==> images/detail.png <==
Region (146, 211) to (176, 241) µm. Cells in grey, sequential cells in the stronger grey; small squares are vias.
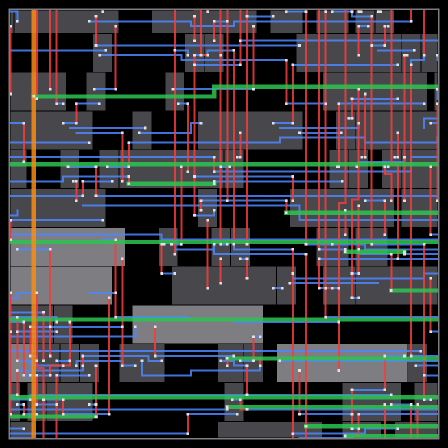
==> images/layer_met1.png <==
Scale: 1 px per µm. Supply wires on this layer in grey.
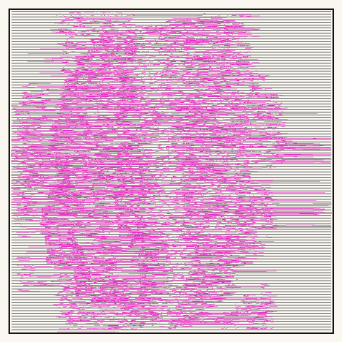
==> images/logic_types.png <==
Scale: 1.5 px per µm.
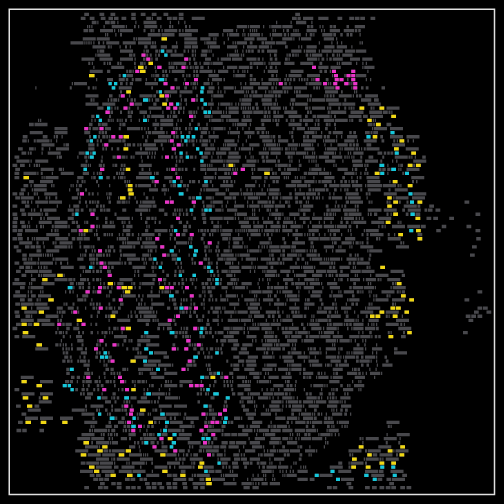
==> images/congestion.png <==
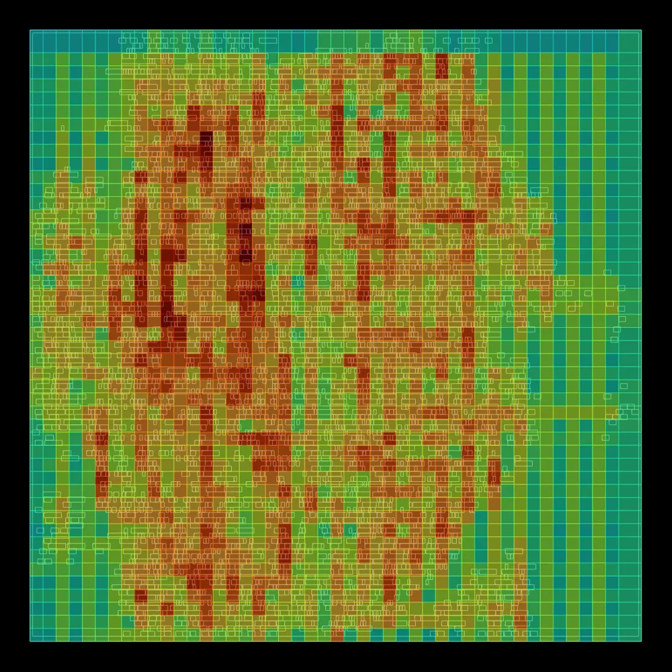
==> config.mk <==
export PLATFORM = sky130hd
export DESIGN_NAME = mul_sequencer_flat
export DESIGN_NICKNAME = d
export VERILOG_FILES = /design/src/rtl/mul_sequencer_if.sv /design/src/rtl/mul_sequencer.sv /design/src/flat_wrapper.sv
export SDC_FILE = /design/constraint.sdc
export NUM_CORES = 2
export LEC_CHECK = 0
export CAP_MARGIN = 5
export CORE_UTILIZATION = 35
export DETAILED_ROUTE_END_ITERATION = 8
export PLACE_DENSITY_LB_ADDON = 0.3
export SYNTH_ARGS = -nofsm -noshare
export SYNTH_HDL_FRONTEND = slang
export SYNTH_SLANG_ARGS = --single-unit
export TNS_END_PERCENT = 5
==> constraint.sdc <==
create_clock -name clk -period 10.4 [get_ports clk]
set_clock_uncertainty 0.15 [all_clocks]
set_input_delay 2.08 -clock clk [delete_from_list [all_inputs] [get_ports clk]]
set_output_delay 2.08 -clock clk [all_outputs]
set_load 0.01 [all_outputs]
==> CHANGELOG.md <==
### Physical design

- Status: complete, no violations
- Fmax: between 100 and 150 MHz
- Cts hold-fix bufs: 0
- Log Warnings: 31
- H-Tree Level Count: 2
- Final slew viol count: 0
- Total CTS buffers: 38
- # rows: 117
- Chip Width: 322 µm
- Synth Register Bits: 301
- CP required: ~11000 ps
- Deepest clock path buffer count: 3
- Vias per inst: roughly 5.2
- Worst path slowest cell: and3_2
- Ys Warns: 0
- Postcts setup bufs: 0
- Grt total ovfl: 0
- Worst slew pin tran: roughly 1100 ps
- Layout cells sized above 1: 0.0482
- First-pass iteration count of the detailed router: 6
- Number of flops mapped to enable cells by yosys: 0
- Distinct cells, synth: ~100
- DRC: 0
- Relative slew slack: 0.244
- Design area: between 40000 and 50000 µm²
- Post-CTS Resized: 0
- CTS tree: built
- Clock sinks: 301
- Area Growth Syn to Fin: 11.9%
- Worst Hold Path Cells: 2
- Chip Area, Yosys: 35900 µm²
- Nature of the critical path endpoint: flop
- FFs w/ async S/R, synth: 1.00
- Main flop type: dfrtp_1
- Vias in the first global route: 29500
- Seq/Total Area, Yosys: 0.210
- CP Launch Type: flop
- Floorplan Nets: roughly 5000
- Setup slack, reg-to-reg: ~1500 ps
- Fp util: 0.353
- Chip area: 104000 µm²
- Reg2reg path depth: 27
- Total core area: 102000 µm²
- Setup TNS: 0 ps
- DPL Wire Length: 90500 µm
- CTS root buffer: clkbuf_16
- Synth area leader: fa_1
- Ports: a little over 200
- RD Place Congestion: a little over 0.9
- Final Critical Period: a little under 9000 ps
- # port buffers: between 200 and 250
- Critical path peak fanout: 38
- RSZ-0062 raised after global routing: false
- Max-Cap Viols: 0
- Clock slew at reported path FFs: 60 ps
- Dpl cells: 5598
- Number of antenna violations at the first check in global routing: 0
- Final setup viols: 0
- Post-route ant nets: 0
- Critical path's most frequent cell: fa_1
- WL/cell: just over 20 µm
- Largest net degree at the start of global routing: between 100 and 150
- Late-Pin Clk Latency: 590 ps
- Total Routing Usage GR: 0.228
- Final core utilization: 0.395
- First-pass GRT wire length: ~180000 µm
- Ys cells: between 4000 and 5000
- Mapped cell area: 35900 µm²
- Synth area leaders: fa_1 (26%), dfrtp_1 (21%), nand2_1 (7.3%)
- # diodes: 0
- Die Ht: approximately 320 µm
- Top cell type's share of synthesized area: 0.260
- Crit Path Category: flop to flop
- Syn avg cell area: ~8.5 µm²
- Worst min path class: flop to flop
- Dpl cell area: 39000 µm²
- Post-layout nets: 5012
- Final worst-path cycle share: 0.860
- Fin. Hold Viols: 0
- Gate count of the mapped netlist: 4249
- 1st-iter DRT viols: roughly 2100
- Max stage delay on crit path: 830 ps
About detail.png:
Key: metal 3 = green; metal 4 = orange; metal 2 = red; metal 1 = blue
Most frequent: inv_1 (18), fa_1 (13), nand2_1 (8). 58 logic cells have their middle in the window. Sequential cells in the window: 4.

About layer_met1.png:
The layer carries 55.0 mm of wire. The layer holds 48% of the routed length.
final wirelength: 116000 µm
total number of vias: 29200

About logic_types.png:
Key: AND-OR and OR-AND gates = cyan [cells 129, most used a21o_1]; multiplexers = yellow [cells 114, most used mux2i_1, where spread over the die]; XOR/XNOR gates = magenta [cells 131, most used xnor2_1]
dominant logic cell type in the layout: nand2_1
non-filler cells, final: 5666
multi-input combinational area share: 0.618

About congestion.png:
Most Crowded Layer GR: met2
met2 usage: 0.343

[layout make-up]
cell class	instances	area, µm²
clock buffers	51	1060
clock inverters	17	169
fillers	10400	61500
inverters	689	2590
multi-input cells	3004	24900
flip-flops and latches	301	7540
well taps	1368	1710
repair buffers	236	2290
[per-layer routing]
metal / up-vias / wire length [µm] / global-route usage
li1: 13600 / - / -
met1: 14600 / 55000 / 0.340
met2: 927 / 50300 / 0.343
met3: 123 / 7710 / 0.0341
met4: 0 / 2620 / 0.0554
met5: - / 0 / 0
[Yosys cell counts (23+ instances only)]
master,instances
a21o_1,46
a21oi_1,180
a22o_1,25
a31oi_1,23
and2_1,291
clkbuf_1,223
dfrtp_1,301
fa_1,467
ha_1,140
inv_1,688
mux2_2,47
mux2i_1,66
nand2_1,701
nand3_1,102
nand4_1,58
nor2_1,133
nor3_1,35
o21a_1,23
o21ai_0,225
o21ai_1,25
o21bai_1,24
xnor2_1,85
xor2_1,46
[critical path, delay by kind of cell, from the launching register on]
family          cells  cell delay (ps)
fa+ha+maj           6             2860
flops               1              420
mux                 1              320
simple gates        4             1380
buf+inv             4              210
xor+xnor            2              430
compound gates     10             3070
[metrics by stage]
step                hold WS, ps  worst slack, ps
detailed placement          313             1630
global placement            312             1740
finish                      326             1450
floorplan                   300             3050
global route                354             1080
CTS                         334             1610
[logic make-up (layout without fill, tap and decap cells)]
kind of cell | after synthesis | in the layout | synth area share
flops | 301 | 301 | 0.210
fa+ha+maj | 607 | 607 | 0.309
compound gates | 736 | 736 | 0.129
buf+inv | 944 | 993 | 0.101
xor+xnor | 131 | 131 | 0.0319
simple gates | 1416 | 1416 | 0.186
mux | 114 | 114 | 0.0334
[cell usage in the layout, fill, tap and decap left out, types with 24 or more instances in the layout]
master / count
nand2_1: 700
xor2_1: 46
buf_4: 33
o21bai_1: 24
clkdlybuf4s50_1: 202
dfrtp_1: 298
nand4_1: 58
inv_1: 687
o21ai_0: 225
fa_1: 467
mux2_2: 47
nand3_1: 101
xnor2_1: 85
and2_1: 291
nor3_1: 35
mux2i_1: 66
a22o_1: 25
nor2_1: 130
a21oi_1: 179
o21ai_1: 25
a21o_1: 46
clkbuf_16: 39
ha_1: 138
